$ cat src/rtl/vending_sequencer.sv
// vending_sequencer -- control FSM for the food vending machine.
//
// Collects coin credit from the c (R$0.50 = 1 unit) and u (R$1.00 = 2 units)
// buttons. Shows that credit on a 10-LED thermometer. Moves a 4-entry product
// cursor with cima/baixo. On enter it charges the selected product and holds
// that product's dispense output for DISPENSE_CYCLES cycles.
//
// Optional build macro: TROCO_EN
//   When defined, the remaining credit is returned as change when a dispense
//   completes. This adds the troco / troco_valid ports.
//
// Ports:
//   clock        in   1   system clock, rising edge
//   reset        in   1   synchronous, active-high
//   c, u         in   1   coin buttons (level, already debounced)
//   cima, baixo  in   1   cursor up / down buttons (level)
//   enter        in   1   purchase button (level)
//   led          out  10  credit thermometer, led[i] = (credito > i)
//   sel          out  2   cursor: 0 pizza, 1 burguer, 2 torta, 3 soda
//   credito      out  4   current credit in units
//   pizza, burguer, torta, soda  out 1  dispense outputs, products 0..3
//   sucesso      out  1   1-cycle pulse, accepted operation
//   falha        out  1   1-cycle pulse, rejected operation
//   troco        out  4   (TROCO_EN) change returned at dispense completion
//   troco_valid  out  1   (TROCO_EN) 1-cycle pulse alongside the final sucesso
module vending_sequencer #(
   parameter int PRICE_PIZZA     = 6,
   parameter int PRICE_BURGUER   = 5,
   parameter int PRICE_TORTA     = 4,
   parameter int PRICE_SODA      = 2,
   parameter int MAX_CREDIT      = 10,
   parameter int DISPENSE_CYCLES = 4
) (
   input  logic       clock,
   input  logic       reset,
   input  logic       c,
   input  logic       u,
   input  logic       cima,
   input  logic       baixo,
   input  logic       enter,
   output logic [9:0] led,
   output logic [1:0] sel,
   output logic [3:0] credito,
   output logic       pizza,
   output logic       burguer,
   output logic       torta,
   output logic       soda,
   output logic       sucesso,
   output logic       falha
`ifdef TROCO_EN
   ,
   output logic [3:0] troco,
   output logic       troco_valid
`endif
);

   localparam int CW = $clog2(DISPENSE_CYCLES + 1);

   // Bit positions inside the button history vectors.
   localparam int BTN_C     = 0;
   localparam int BTN_U     = 1;
   localparam int BTN_CIMA  = 2;
   localparam int BTN_BAIXO = 3;
   localparam int BTN_ENTER = 4;

   typedef enum logic {
      IDLE,
      DISPENSE
   } state_t;

   state_t          state_reg, state_next;
   logic [4:0]      btn_cur_reg, btn_prev_reg;
   logic [4:0]      evt;
   logic [3:0]      credito_reg, credito_next;
   logic [1:0]      sel_reg, sel_next, sel_step;
   logic [3:0]      dispense_reg, dispense_next;
   logic [CW-1:0]   count_reg, count_next;
   logic            sucesso_reg, sucesso_next;
   logic            falha_reg, falha_next;
   logic [9:0]      led_reg, led_next;
   logic [4:0]      add_units;
   logic [4:0]      credit_sum;
   logic [3:0]      price_sel;
`ifdef TROCO_EN
   logic [3:0]      troco_reg, troco_next;
   logic            troco_valid_reg, troco_valid_next;
`endif

   // A button only produces an event on its rising edge.
   assign evt = btn_cur_reg & ~btn_prev_reg;

   always_comb begin
      price_sel = 4'(PRICE_PIZZA);
      case (sel_reg)
         2'd0:    price_sel = 4'(PRICE_PIZZA);
         2'd1:    price_sel = 4'(PRICE_BURGUER);
         2'd2:    price_sel = 4'(PRICE_TORTA);
         default: price_sel = 4'(PRICE_SODA);
      endcase
   end

   // Coin value of this cycle's events. Both coins together are worth 3 units.
   assign add_units  = {3'd0, evt[BTN_U], evt[BTN_C]};
   assign credit_sum = {1'b0, credito_reg} + add_units;

   // Cursor movement. Opposite presses in the same cycle cancel each other out.
   always_comb begin
      sel_step = sel_reg;
      if (evt[BTN_CIMA] && !evt[BTN_BAIXO]) begin
         sel_step = sel_reg - 2'd1;
      end else if (evt[BTN_BAIXO] && !evt[BTN_CIMA]) begin
         sel_step = sel_reg + 2'd1;
      end
   end

   always_comb begin
      state_next    = state_reg;
      credito_next  = credito_reg;
      sel_next      = sel_reg;
      dispense_next = dispense_reg;
      count_next    = count_reg;
      sucesso_next  = 1'b0;
      falha_next    = 1'b0;
`ifdef TROCO_EN
      troco_next       = troco_reg;
      troco_valid_next = 1'b0;
`endif
      case (state_reg)
         IDLE: begin
            // The cursor moves after the price check, so the check uses the
            // old sel even when enter and a cursor button land together.
            sel_next = sel_step;
            if (evt[BTN_ENTER]) begin
               // Enter wins. Coin events in the same cycle are dropped silently.
               if (credito_reg >= price_sel) begin
                  credito_next  = credito_reg - price_sel;
                  dispense_next = 4'b0001 << sel_reg;
                  count_next    = CW'(DISPENSE_CYCLES - 1);
                  state_next    = DISPENSE;
               end else begin
                  falha_next = 1'b1;
               end
            end else if (add_units != 5'd0) begin
               // An addition that would overflow is rejected as a whole.
               if (credit_sum > 5'(MAX_CREDIT)) begin
                  falha_next = 1'b1;
               end else begin
                  credito_next = credit_sum[3:0];
                  sucesso_next = 1'b1;
               end
            end
         end
         DISPENSE: begin
            // Button events are ignored here. Edge history keeps tracking
            // regardless, so a button held through DISPENSE stays consumed.
            if (count_reg == '0) begin
               dispense_next = 4'b0000;
               sucesso_next  = 1'b1;
               state_next    = IDLE;
`ifdef TROCO_EN
               troco_next       = credito_reg;
               troco_valid_next = 1'b1;
               credito_next     = 4'd0;
`endif
            end else begin
               count_next = count_reg - CW'(1);
            end
         end
         default: state_next = IDLE;
      endcase
   end

   // The thermometer is computed from the next credit value so that it
   // updates on the same edge as credito.
   genvar gi;
   generate
      for (gi = 0; gi < 10; gi++) begin : g_led
         assign led_next[gi] = (credito_next > 4'(gi));
      end
   endgenerate

   always_ff @(posedge clock) begin
      if (reset) begin
         state_reg    <= IDLE;
         btn_cur_reg  <= 5'd0;
         btn_prev_reg <= 5'd0;
         credito_reg  <= 4'd0;
         sel_reg      <= 2'd0;
         dispense_reg <= 4'd0;
         count_reg    <= '0;
         sucesso_reg  <= 1'b0;
         falha_reg    <= 1'b0;
         led_reg      <= 10'd0;
`ifdef TROCO_EN
         troco_reg       <= 4'd0;
         troco_valid_reg <= 1'b0;
`endif
      end else begin
         state_reg    <= state_next;
         btn_cur_reg  <= {enter, baixo, cima, u, c};
         btn_prev_reg <= btn_cur_reg;
         credito_reg  <= credito_next;
         sel_reg      <= sel_next;
         dispense_reg <= dispense_next;
         count_reg    <= count_next;
         sucesso_reg  <= sucesso_next;
         falha_reg    <= falha_next;
         led_reg      <= led_next;
`ifdef TROCO_EN
         troco_reg       <= troco_next;
         troco_valid_reg <= troco_valid_next;
`endif
      end
   end

   assign led     = led_reg;
   assign sel     = sel_reg;
   assign credito = credito_reg;
   assign pizza   = dispense_reg[0];
   assign burguer = dispense_reg[1];
   assign torta   = dispense_reg[2];
   assign soda    = dispense_reg[3];
   assign sucesso = sucesso_reg;
   assign falha   = falha_reg;
`ifdef TROCO_EN
   assign troco       = troco_reg;
   assign troco_valid = troco_valid_reg;
`endif

endmodule

$ cat config.mk
export PLATFORM = sky130hd
export DESIGN_NAME = vending_sequencer
export DESIGN_NICKNAME = d
export VERILOG_FILES = /design/src/rtl/vending_sequencer.sv
export SDC_FILE = /design/constraint.sdc
export NUM_CORES = 1
export LEC_CHECK = 0
export ABC_AREA = 0
export CORE_ASPECT_RATIO = 0.8
export CORE_UTILIZATION = 55
export DETAILED_ROUTE_END_ITERATION = 10
export PLACE_DENSITY = 0.82
export SLEW_MARGIN = 20
export SYNTH_ARGS = -nofsm -noshare
export SYNTH_HDL_FRONTEND = slang
export SYNTH_SLANG_ARGS = --single-unit
$ cat constraint.sdc
create_clock -name clock -period 8.3 [get_ports clock]
set_input_delay 1.245 -clock clock [delete_from_list [all_inputs] [get_ports clock]]
set_output_delay 1.245 -clock clock [all_outputs]
set_load 0.02 [all_outputs]
run_1/final_placement.png
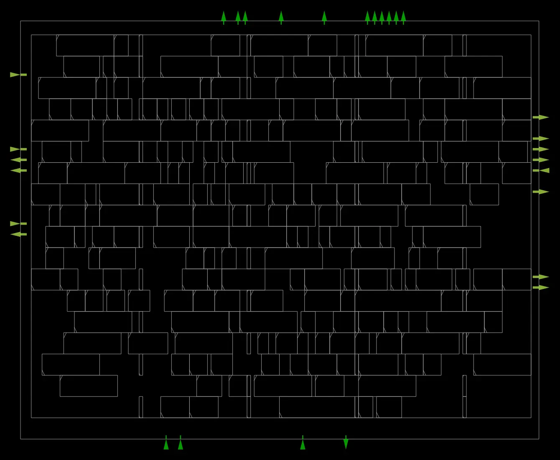
standard-cell rows: 18
number of sequential storage elements: 36
sequential fraction of total cell area: 32.9%
core box area: 3130 um^2

run_1/pdn.png
Pins as bars on the die edge. Tap cells in grey.
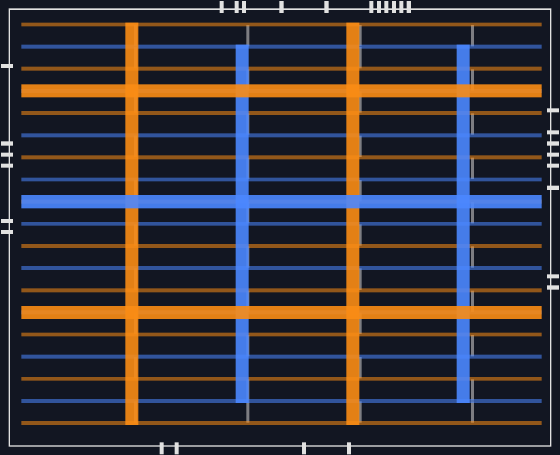
legend:
  orange:
    net: VSS
  blue:
    net: VDD
met1 rails: 19
rows: 18
met5 straps: 3
signal pins: 29
met4 straps: 4

run_1/met2.png
Scale bar: 20 um.
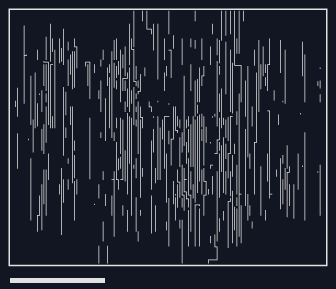
share of all routed wire: 49%
nets with wire on the layer: 199

run_1/cell_classes.png
Scale bar: 20 um. Fill, decap, tap and diode cells in grey.
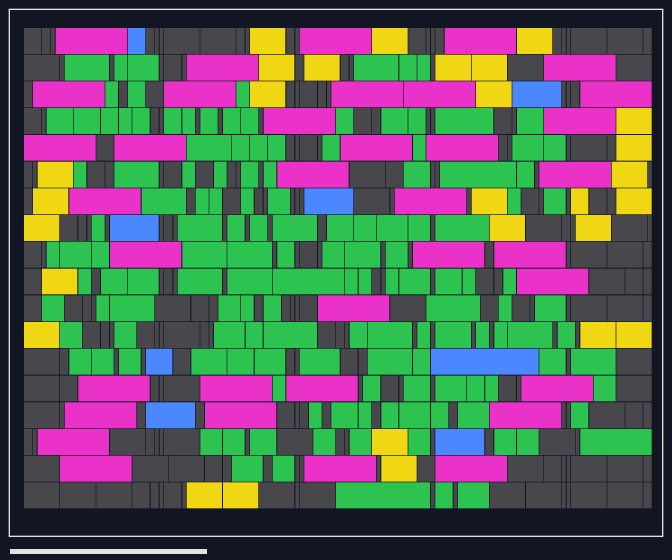
legend:
  green:
    class: all other logic
    cells: 142
    share_of_their_area: 48%
  yellow:
    class: other buffers and delay cells
    cells: 28
    share_of_their_area: 13%
  blue:
    class: clock drivers and dummy loads
    cells: 8
    share_of_their_area: 5.2%
  magenta:
    class: flip-flops
    cells: 36
    share_of_their_area: 34%

-- run 1: logic make-up (layout without fill, tap and decap cells) --
kind of cell,Yosys count,count (layout)
AND/OR/NAND/NOR,66,66
AND-OR/OR-AND,43,43
flip-flops,36,36
buffers and inverters,22,50
adder cells (fa/ha/maj),15,15
XOR/XNOR,4,4
-- run 1: cell usage after synthesis (all sizes together) (3+ instances only) --
library cell,count
xnor2,4
nand2b,5
o2111ai,3
nor2b,14
a21oi,12
clkbuf,4
nor3,4
nand2,9
buf,4
dfxtp,36
ha,13
nor2,11
inv,14
a211oi,4
nand3,11
o21ai,4
nand3b,3
-- run 1: worst max path at each step --
stage           start  endpoint  slack [ns]
2_1_floorplan  sel[0]    led[8]        5.51
3_3_place_gp    reset    led[5]        5.29
3_5_place_dp   sel[0]    led[1]        5.13
4_1_cts        sel[0]    led[1]        5.11
5_1_grt        sel[0]    led[8]        4.94
6_report       sel[0]    led[8]        5.10
-- run 1: power breakdown --
group          internal [mW]  switching, mW  total (mW)
combinational         0.0776         0.0917       0.169
sequential             0.193         0.0158       0.209
clock                 0.0888         0.0666       0.155
total                  0.359          0.174       0.533
-- run 1: per-stage QoR --
stage / utilization, % / cells / setup slack, ns
final: 70.0 / 254 / 5.10
after global routing: 70.0 / 254 / 4.94
after CTS: 70.1 / 254 / 5.11
after detailed placement: 66.6 / 246 / 5.13
after global placement: 66.6 / 246 / 5.29
after floorplan: - / 186 / 5.51
-- run 1: per-layer routing --
layer | part of all wire, % | vias to the layer above
met2 | 49 | 37
met3 | 4.9 | 8
met5 | 0 | -
li1 | - | 710
met4 | 1.2 | 0
met1 | 45 | 654
==> reports/README.md, run 1 <==
| Quantity | Reported |
| --- | --- |
| Required time of the critical path | 8.47 ns |
| Launch instance of the worst register-to-register path | sel[0] |
| Yosys Warn Count | 0 |
| Largest area class, layout | logic gates |
| Cell at the root of the clock tree | clkbuf_8 |
| Register clock-pin slew on the reported worst setup and hold paths | 0.08 ns |
| Number of distinct library cells after synthesis | 50 |
| Post-CTS setup-driven buffer insertion count | 0 |
| Number of flip-flops in the largest register | 10 |
| EDFF count, synth | 0 |
| Number of buffers created by CTS | 5 |
| Total wire length | 3.70 mm |
| Maximum cell stage delay along the critical path | 0.74 ns |
| Highest-count logic cell in the final layout | dfxtp_1 |
| Met1 GRT Util | 28.4% |
| Number of max-capacitance violations reported | 0 |
| Register Area | 721 um^2 |
| Mean routed wirelength per cell | 14.6 um |
| Top cell by count, worst path | inv_1 |
| Area fraction in compound gates | 20.6% |
| Post-CTS resize count | 0 |
| Clock distribution area overhead in the final layout | 5.08% |
| Top_reg_cell synth | dfxtp_1 |
| Prevailing logic family in the synthesized netlist | AND-OR/OR-AND gates |
| Maximum clock frequency | 312 MHz |
| Critical-path cell list | inv_1 -> ha_1 -> inv_1 -> fa_1 -> nand2b_1 -> a311oi_2 -> a32oi_1 -> o2111ai_2 -> and2_4 -> a21oi_1 |
| Post-detailed-route count of antenna-violating nets | 0 |
| Number of fill cells | 232 |
| Sequential area share after synthesis | 39.6% |
| Crit. End Element | flip-flop |
| Area enclosed by the die boundary | 3550 um^2 |
| Synth area leaders | dfxtp_1 40%, ha_1 8.9%, nor2b_1 4.8% |
| Antenna cells | 0 |
| First-pass GRT wire length | 5.98 mm |
| Synthesized-area fraction occupied by xor and xnor cells | 1.92% |
| Shortest period the worst path allows | 3.20 ns |
| Antenna violations before repair | 0 |
| Post-synthesis net count | 208 |
| Vias in the first global route | 1326 |
| Critical path data arrival time | 3.37 ns |
| WP depth | 10 |
| Maximum clock insertion buffer count | 2 |
| Flop2flop setup slack | 5.10 ns |
| Fraction of layout instances using a drive strength above 1 | 11.2% |
| Pin count of the biggest net entering global routing | 33 |
| Count of plain and timing-repair buffers | 28 |
| Buffers & Inverters on Critical Path | 2 |
| Count of port buffers added during placement | 28 |
| Invs w/o clock | 14 |
| Iteration count of the initial detailed-routing pass | 4 |
| Width of the die | 66.3 um |
| Post-Synthesis Cell Area | 1820 um^2 |
| Number of failing setup endpoints in the final timing report | 0 |
| Number of sinks handled by clock tree synthesis | 36 |
| Detail Placement HPWL | 2.74 mm |
| Total number of vias | 1409 |
| Sort of element at the start of the critical path | flip-flop |
| Busiest metal layer after global routing | met2 |
| Hold Path Cell Cnt | 1 |
| Global-route congestion overflow total | 0 |
| Worst hold endpoint | btn_prev_reg[1] |
| Run status | finished clean |
| Floorplan-stage core utilization | 58.2% |
| Min-Delay Startpoint | btn_cur_reg[1] |
| Number of clock-tree buffers in the layout | 5 |
| Setup repair after global routing missed its margin | false |
| Final count of hold timing violations | 0 |
| Number of hold buffers added after cts | 0 |
| Setup Skew | 0.0111 ns |
| Actual slew at the worst max-slew pin | 0.789 ns |
| Max H-tree Level | 2 |
| Total cells reported by yosys after synthesis | 186 |
==> run 2: changes to the inputs <==
--- a/config.mk
+++ b/config.mk
@@ -7,9 +7,9 @@
 export LEC_CHECK = 0
 export ABC_AREA = 0
 export CORE_ASPECT_RATIO = 0.8
-export CORE_UTILIZATION = 55
+export CORE_UTILIZATION = 53
 export DETAILED_ROUTE_END_ITERATION = 10
-export PLACE_DENSITY = 0.82
+export PLACE_DENSITY = 0.79
 export SLEW_MARGIN = 20
 export SYNTH_ARGS = -nofsm -noshare
 export SYNTH_HDL_FRONTEND = slang
==> constraint.sdc (replaced) <==
create_clock -name clock -period 3.1 [get_ports clock]
set_input_delay 0.465 -clock clock [delete_from_list [all_inputs] [get_ports clock]]
set_output_delay 0.465 -clock clock [all_outputs]
set_load 0.02 [all_outputs]
run_2/clock_map.png
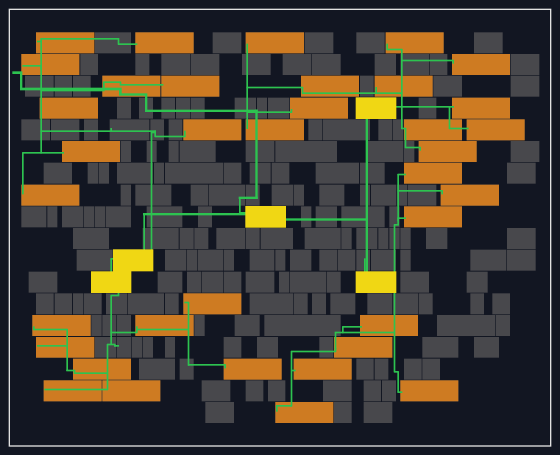
legend:
  yellow:
    item: cells driving clock nets
    count: 5
  orange:
    item: flip-flops
    count: 36
  green:
    item: clock wires
    length: 424 um
flops lie: all over the die
routed clock nets: 6

==> run 2 against run 1 <==
Net effect:
- final cell count grew 1.2%
- combinational power grew to 2.7 times the previous value
- clock skew shrank 0.0051 ns
- global-route usage shrank 1.5 points
- first-iteration DRC count shrank 4.1%
- largest cell class unchanged
==> reports/README.md, run 2 <==
| Quantity | Reported |
| --- | --- |
| Run status | finished clean |
| Number of distinct library cells after synthesis | 50 |
| Cell at the root of the clock tree | clkbuf_8 |
| Setup repair after global routing missed its margin | false |
| Avg Inst Size Synth | 9.79 um^2 |
| Post-detailed-route count of antenna-violating nets | 0 |
| NumNets Final | 238 |
| Post-CTS setup-driven buffer insertion count | 0 |
| Worst path setup slack after routing | 0.175 ns |
| Switching share of power | 33.3% |
| Share of total power in sequential cells | 40.9% |
| Top pwr grp | registers |
| Clock distribution power | 340 uW |
| Final worst-path cycle share | 94.4% |
| P_int | 907 uW |
| Post-Synthesis Cell Area | 1820 um^2 |
| Global-route usage over all layers | 22.3% |
| Number of failing setup endpoints in the final timing report | 0 |
| Cell area reported after detailed placement | 2110 um^2 |
| Top_reg_cell synth | dfxtp_1 |
| Buffers & Inverters on Critical Path | 2 |
| Comb power | 463 uW |
| Hold Path Cell Cnt | 1 |
| EDFF count, synth | 0 |
| Power attributed to sequential cells | 555 uW |
| Number of buffers created by CTS | 5 |
| Launch instance of the worst register-to-register path | sel[0] |
| Number of max-capacitance violations reported | 0 |
| R2R cell count | 10 |
| Post-CTS resize count | 0 |
| Top-count cell post-synth | dfxtp_1 |
| Worst hold-check slack | 0.463 ns |
| Shortest period the worst path allows | 2.93 ns |
| Post-synthesis net count | 208 |
| Leading area contributor after synthesis | dfxtp_1 |
| Sequential area share after synthesis | 39.6% |
| Flip-flop and latch count after synthesis | 36 |
| Vias in the first global route | 1358 |
| Clock latency on the worst-skew pair | 0.28 ns |
| Commonest cells in the synthesized netlist | 36 x dfxtp_1, 14 x inv_1, 14 x nor2b_1, 13 x ha_1, 12 x a21oi_1 |
| Register clock-pin slew on the reported worst setup and hold paths | 0.07 ns |
| Total I/O pin count | 29 |
| Log Warnings | 31 |
| Crit. End Element | flip-flop |
| Setup slack at placement | 0.206 ns |
| Worst hold endpoint | btn_prev_reg[0] |
| Antenna cells | 0 |
| Max H-tree Level | 2 |
| Top cell by count, worst path | inv_1 |
| Total wire length | 3.71 mm |
| Iteration count of the initial detailed-routing pass | 4 |
| Comb pwr share | 34.1% |
| Global-route congestion overflow total | 0 |
| Detail Placement HPWL | 2.77 mm |
| Yosys Warn Count | 0 |
| Power Dens Cells | 618 nW/um^2 |
| Area enclosed by the die boundary | 3670 um^2 |
| Critical path data arrival time | 3.12 ns |
| Instance count of the mapped netlist | 186 |
| Sort of element at the start of the critical path | flip-flop |
| Power spent charging and discharging nets | 452 uW |
| Yosys chip area | 1820 um^2 |
| Largest fanout on the critical path | 6 |
| Post-layout util | 69.3% |
| CTS tree | yes |
| Number of hold buffers added after cts | 0 |
| Top Layout Cells | 36 x dfxtp_1, 28 x clkdlybuf4s50_1, 14 x inv_1, 14 x nor2b_1, 13 x ha_1 |
| Number of sinks handled by clock tree synthesis | 36 |
| Mean routed wirelength per cell | 14.4 um |
| Lkg Pwr | 0.867 nW |
| Total number of vias | 1470 |
| Floorplan-stage core utilization | 57.3% |
| Largest delay contributor family on the critical path | adder cells |
| Number of instances in the placed design | 249 |
| Flop2flop setup slack | 0.17 ns |
| Slew Viols, Final | 0 |
| Actual slew at the worst max-slew pin | 0.729 ns |
| Synth area leaders | dfxtp_1 40%, ha_1 8.9%, nor2b_1 4.8% |
| Final count of hold timing violations | 0 |
| First-pass GRT wire length | 5.89 mm |
| Maximum cell stage delay along the critical path | 0.45 ns |
| Fraction of layout instances using a drive strength above 1 | 12.0% |
| Via count normalized by instance count | 5.72 |
| Final RePlAce weighted congestion | 0.963 |
| Filler-free cell count of the finished design | 257 |
| Peak supply drop | 0.444 mV |
| Antenna violations before repair | 0 |
| Highest-count logic cell in the final layout | dfxtp_1 |
| Slew margin rel. | 51.3% |
| Width of the die | 67.5 um |
| Synth-to-Final Area Change | 20.8% |
| Critical-path cell list | inv_1 -> ha_1 -> inv_1 -> fa_1 -> nand2b_1 -> and4_1 -> a211oi_2 -> o2111ai_2 -> and2_4 -> o31ai_2 |
| Total power draw | 1.36 mW |
| Standard-cell rows | 18 |
| Count of port buffers added during placement | 28 |
| Maximum clock frequency | 342 MHz |
| Setup Skew | 0.00604 ns |
| Part of the power in the clock network | 25.0% |
| Setup TNS | 0 ns |
| Total cells reported by yosys after synthesis | 186 |
| Core box area | 3180 um^2 |
| Required time of the critical path | 3.29 ns |
| Min-Delay Startpoint | btn_cur_reg[0] |
| Die Height | 54.4 um |
| Number of flip-flops in the largest register | 10 |
| Pin count of the biggest net entering global routing | 18 |
| Post-synth top area share | 39.6% |
| Maximum clock insertion buffer count | 2 |
run_2/cell_classes.png
Scale bar: 20 um. Fill, decap, tap and diode cells in grey.
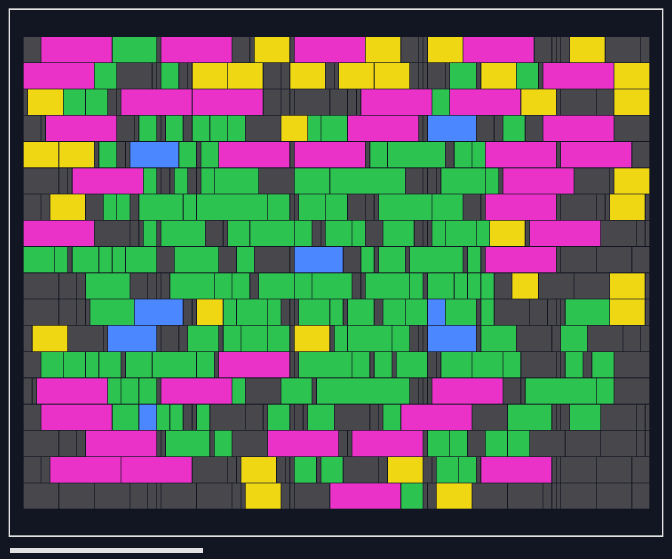
legend:
  green:
    class: all other logic
    cells: 142
    share_of_their_area: 48%
  blue:
    class: clock drivers and dummy loads
    cells: 8
    share_of_their_area: 4.3%
  yellow:
    class: other buffers and delay cells
    cells: 31
    share_of_their_area: 14%
  magenta:
    class: flip-flops
    cells: 36
    share_of_their_area: 34%

## run 2: cell families after synthesis
| family | after synthesis | share of synthesized area [%] |
|---|---|---|
| and+or+nand+nor | 66 | 20.2 |
| AOI/OAI and AO/OA | 43 | 20.6 |
| DFF | 36 | 39.6 |
| buffers and inverters | 22 | 6.53 |
| adders and majority gates | 15 | 11.1 |
| xor gates and xnor gates | 4 | 1.92 |
## run 2: worst reg2reg max path: cells and delay by family (launching register included)
kind / cells / cell delay [ns]
AOI/OAI and AO/OA: 3 / 0.70
adders and majority gates: 2 / 0.77
buffers and inverters: 2 / 0.18
DFF: 1 / 0.45
and+or+nand+nor: 3 / 0.71
## run 2: layout make-up
cell class | instances | area [um^2]
inverters | 14 | 52.6
clock buffers | 6 | 82.6
fillers | 242 | 976
well taps | 40 | 50.0
repair buffers | 31 | 303
multi-input cells | 128 | 981
flip-flops and latches | 36 | 721
clock inverters | 2 | 10.0
## run 2: layer usage
| layer | track usage [%] | vias up | routed length [um] |
|---|---|---|---|
| met5 | 0 | - | 0 |
| met1 | 26.6 | 711 | 1630 |
| met3 | 5.63 | 7 | 143 |
| met4 | 9.93 | 0 | 47 |
| met2 | 38.1 | 34 | 1890 |
| li1 | - | 718 | - |
## run 2: worst max path at each step
| stage | startpoint | end | slack (ns) | depth (start not counted) |
|---|---|---|---|---|
| after global placement | sel[0] | led[4] | 0.38 | 10 |
| after global routing | sel[0] | led[4] | 0.01 | 10 |
| final | sel[0] | led[4] | 0.17 | 10 |
| after floorplan | sel[0] | led[8] | 0.31 | 10 |
| after detailed placement | sel[0] | led[4] | 0.21 | 10 |
| after CTS | sel[0] | led[4] | 0.17 | 10 |
==> run 3: changes to the inputs <==
--- a/config.mk
+++ b/config.mk
@@ -7,6 +7,7 @@
 export LEC_CHECK = 0
 export ABC_AREA = 0
 export CORE_ASPECT_RATIO = 0.8
+export CORE_MARGIN = 10
 export CORE_UTILIZATION = 53
 export DETAILED_ROUTE_END_ITERATION = 10
 export PLACE_DENSITY = 0.79
run_3/cell_classes.png
Scale bar: 20 um. Fill, decap, tap and diode cells in grey.
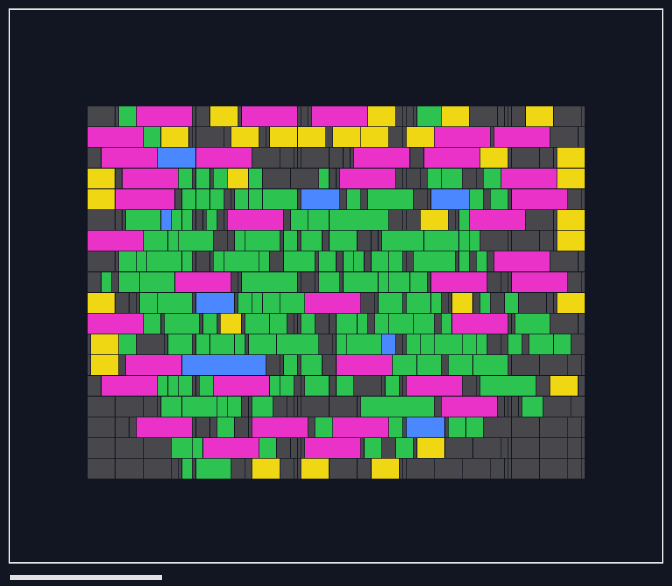
legend:
  yellow:
    class: other buffers and delay cells
    cells: 31
    share_of_their_area: 14%
  magenta:
    class: flip-flops
    cells: 36
    share_of_their_area: 33%
  blue:
    class: clock drivers and dummy loads
    cells: 8
    share_of_their_area: 5.0%
  green:
    class: all other logic
    cells: 142
    share_of_their_area: 48%

==> run 3 against run 2 <==
Net effect:
- global-route usage decreased by 7.8 points
- worst setup slack improved by 0.045 ns
- non-clock buffer count unchanged
- critical endpoint unchanged
==> reports/README.md, run 3 <==
| Quantity | Reported |
| --- | --- |
| Leading area contributor after synthesis | dfxtp_1 |
| Number of sinks handled by clock tree synthesis | 36 |
| Max H-tree Level | 2 |
| Number of buffers created by CTS | 5 |
| Peak supply drop | 0.455 mV |
| Total wire length | 4.20 mm |
| Run status | finished clean |
| Setup slack at placement | 0.221 ns |
| Vias in the first global route | 1513 |
| Commonest cells in the synthesized netlist | 36 x dfxtp_1, 14 x inv_1, 14 x nor2b_1, 13 x ha_1, 12 x a21oi_1 |
| Switching share of power | 32.5% |
| Pin count of the biggest net entering global routing | 22 |
| Power Dens Cells | 648 nW/um^2 |
| Post-Synthesis Cell Area | 1820 um^2 |
| Synth-to-Final Area Change | 21.7% |
| Via count normalized by instance count | 5.74 |
| Global-route congestion overflow total | 0 |
| Required time of the critical path | 3.30 ns |
| P_int | 969 uW |
| Share of total power in sequential cells | 38.8% |
| Flop2flop setup slack | 0.22 ns |
| Final count of hold timing violations | 0 |
| Shortest period the worst path allows | 2.88 ns |
| Critical path data arrival time | 3.09 ns |
| Post-layout util | 69.3% |
| Part of the power in the clock network | 28.4% |
| Synth area leaders | dfxtp_1 40%, ha_1 8.9%, nor2b_1 4.8% |
| NumNets Final | 238 |
| Comb pwr share | 32.8% |
| Largest fanout on the critical path | 6 |
| Top cell by count, worst path | inv_1 |
| Detail Placement HPWL | 3.16 mm |
| Total cells reported by yosys after synthesis | 186 |
| Cell at the root of the clock tree | clkbuf_8 |
| First-pass GRT wire length | 7.31 mm |
| EDFF count, synth | 0 |
| Total power draw | 1.44 mW |
| Slew Viols, Final | 0 |
| Critical path origin | sel[1] |
| Fraction of layout instances using a drive strength above 1 | 12.0% |
| Number of failing setup endpoints in the final timing report | 0 |
| Log Warnings | 31 |
| Worst path setup slack after routing | 0.219 ns |
| Antenna cells | 0 |
| Final worst-path cycle share | 92.9% |
| Post-synth top area share | 39.6% |
| Busiest metal layer after global routing | met2 |
| Cell area reported after detailed placement | 2110 um^2 |
| Global-route track usage on met3 | 5.80% |
| Clock latency on the worst-skew pair | 0.30 ns |
| Launch instance of the worst register-to-register path | sel[1] |
| Number of flip-flops in the largest register | 10 |
| Yosys chip area | 1820 um^2 |
| Number of distinct library cells after synthesis | 50 |
| Setup repair after global routing missed its margin | false |
| Post-synthesis net count | 208 |
| Iteration count of the initial detailed-routing pass | 4 |
| Instance count of the mapped netlist | 186 |
| Number of max-capacitance violations reported | 0 |
| Standard-cell rows | 18 |
| Sort of element at the start of the critical path | flip-flop |
| Global-route usage over all layers | 14.5% |
| Number of instances in the placed design | 249 |
| Comb power | 472 uW |
| Floorplan-stage core utilization | 56.9% |
| Total I/O pin count | 29 |
| Width of the die | 85.5 um |
| Mean routed wirelength per cell | 16.3 um |
| Lkg Pwr | 0.872 nW |
| Top_reg_cell synth | dfxtp_1 |
| Die Height | 72.4 um |
| Top-count cell post-synth | dfxtp_1 |
| Met1 GRT Util | 16.7% |
| Actual slew at the worst max-slew pin | 0.855 ns |
| Critical path capture point | led[4] |
| Top Layout Cells | 35 x dfxtp_1, 28 x clkdlybuf4s50_1, 14 x inv_1, 14 x nor2b_1, 13 x ha_1 |
| Power attributed to sequential cells | 557 uW |
| Final RePlAce weighted congestion | 0.906 |
| Slew margin rel. | 42.8% |
| Sequential area share after synthesis | 39.6% |
| Maximum clock insertion buffer count | 2 |
| Power spent charging and discharging nets | 467 uW |
| Flip-flop and latch count after synthesis | 36 |
| Antenna violations before repair | 0 |
| Clock distribution power | 408 uW |
| Setup Skew | 0.00603 ns |
| Met2 routing resource usage after global routing | 24.8% |
| Post-detailed-route count of antenna-violating nets | 0 |
| Critical-path cell list | inv_1 -> ha_1 -> inv_1 -> fa_1 -> nand2b_1 -> and4_1 -> a211oi_2 -> o2111ai_2 -> and2_4 -> o31ai_2 |
| Highest-count logic cell in the final layout | dfxtp_1 |
| Maximum cell stage delay along the critical path | 0.44 ns |
| Worst hold-check slack | 0.464 ns |
| Avg Inst Size Synth | 9.79 um^2 |
| Area enclosed by the die boundary | 6190 um^2 |
| Register clock-pin slew on the reported worst setup and hold paths | 0.07 ns |
| Maximum clock frequency | 347 MHz |
| Setup TNS | 0 ns |
| Top pwr grp | registers |
| Count of port buffers added during placement | 28 |
| R2R cell count | 10 |
| CTS tree | yes |
| Crit. End Element | flip-flop |
run_3/final_placement.png
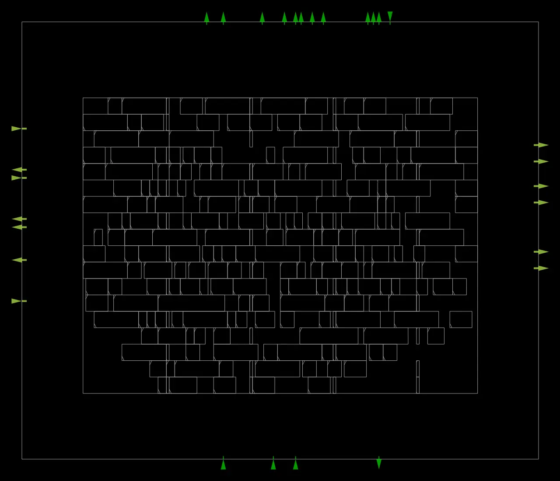
core box area: 3200 um^2
number of fill cells: 238
filler-free cell count of the finished design: 257

## run 3: worst min-delay path by stage
stage / startpoint / slack [ns] / endpoint / cells past startpoint
4_1_cts: btn_cur_reg[0] / 0.47 / btn_prev_reg[0] / 1
5_1_grt: btn_cur_reg[2] / 0.47 / btn_prev_reg[2] / 1
3_3_place_gp: btn_cur_reg[1] / 0.44 / btn_prev_reg[1] / 1
2_1_floorplan: btn_cur_reg[0] / 0.43 / btn_prev_reg[0] / 1
6_report: btn_cur_reg[0] / 0.46 / btn_prev_reg[0] / 1
3_5_place_dp: btn_cur_reg[0] / 0.45 / btn_prev_reg[0] / 1
## run 3: cell families after synthesis
logic type	synth area share, %
simple gates	20.2
flops	39.6
compound gates	20.6
buf+inv	6.53
fa+ha+maj	11.1
xor+xnor	1.92
## run 3: metal layers
layer | share of wire (%) | up-vias
met2 | 51 | 37
met1 | 43 | 724
met4 | 0.45 | 0
met5 | 0 | -
met3 | 5.7 | 3
li1 | - | 711
## run 3: area by class of cell
cell class              count  area [um^2]  share of cell area [%]
clock buffers               6         72.6                    3.27
multi-input cells         128          981                    44.3
well taps                  40         50.0                    2.26
flip-flops and latches     36          722                    32.6
inverters                  14         52.6                    2.37
clock inverters             2         35.0                    1.58
repair buffers             31          303                    13.7
## run 3: critical path: cells and delay by family, from the launching register on
| family | cells | cell delay, ns |
|---|---|---|
| AOI/OAI and AO/OA | 3 | 0.71 |
| adders and majority gates | 2 | 0.77 |
| buffers and inverters | 2 | 0.16 |
| DFF | 1 | 0.44 |
| and+or+nand+nor | 3 | 0.71 |
## run 3: repair_timing
action	in CTS	in global routing
hold buffers	0	0
resized	0	1
setup endpoints to repair	0	1
No activity file was given, so power comes from the tool's default toggle rates.
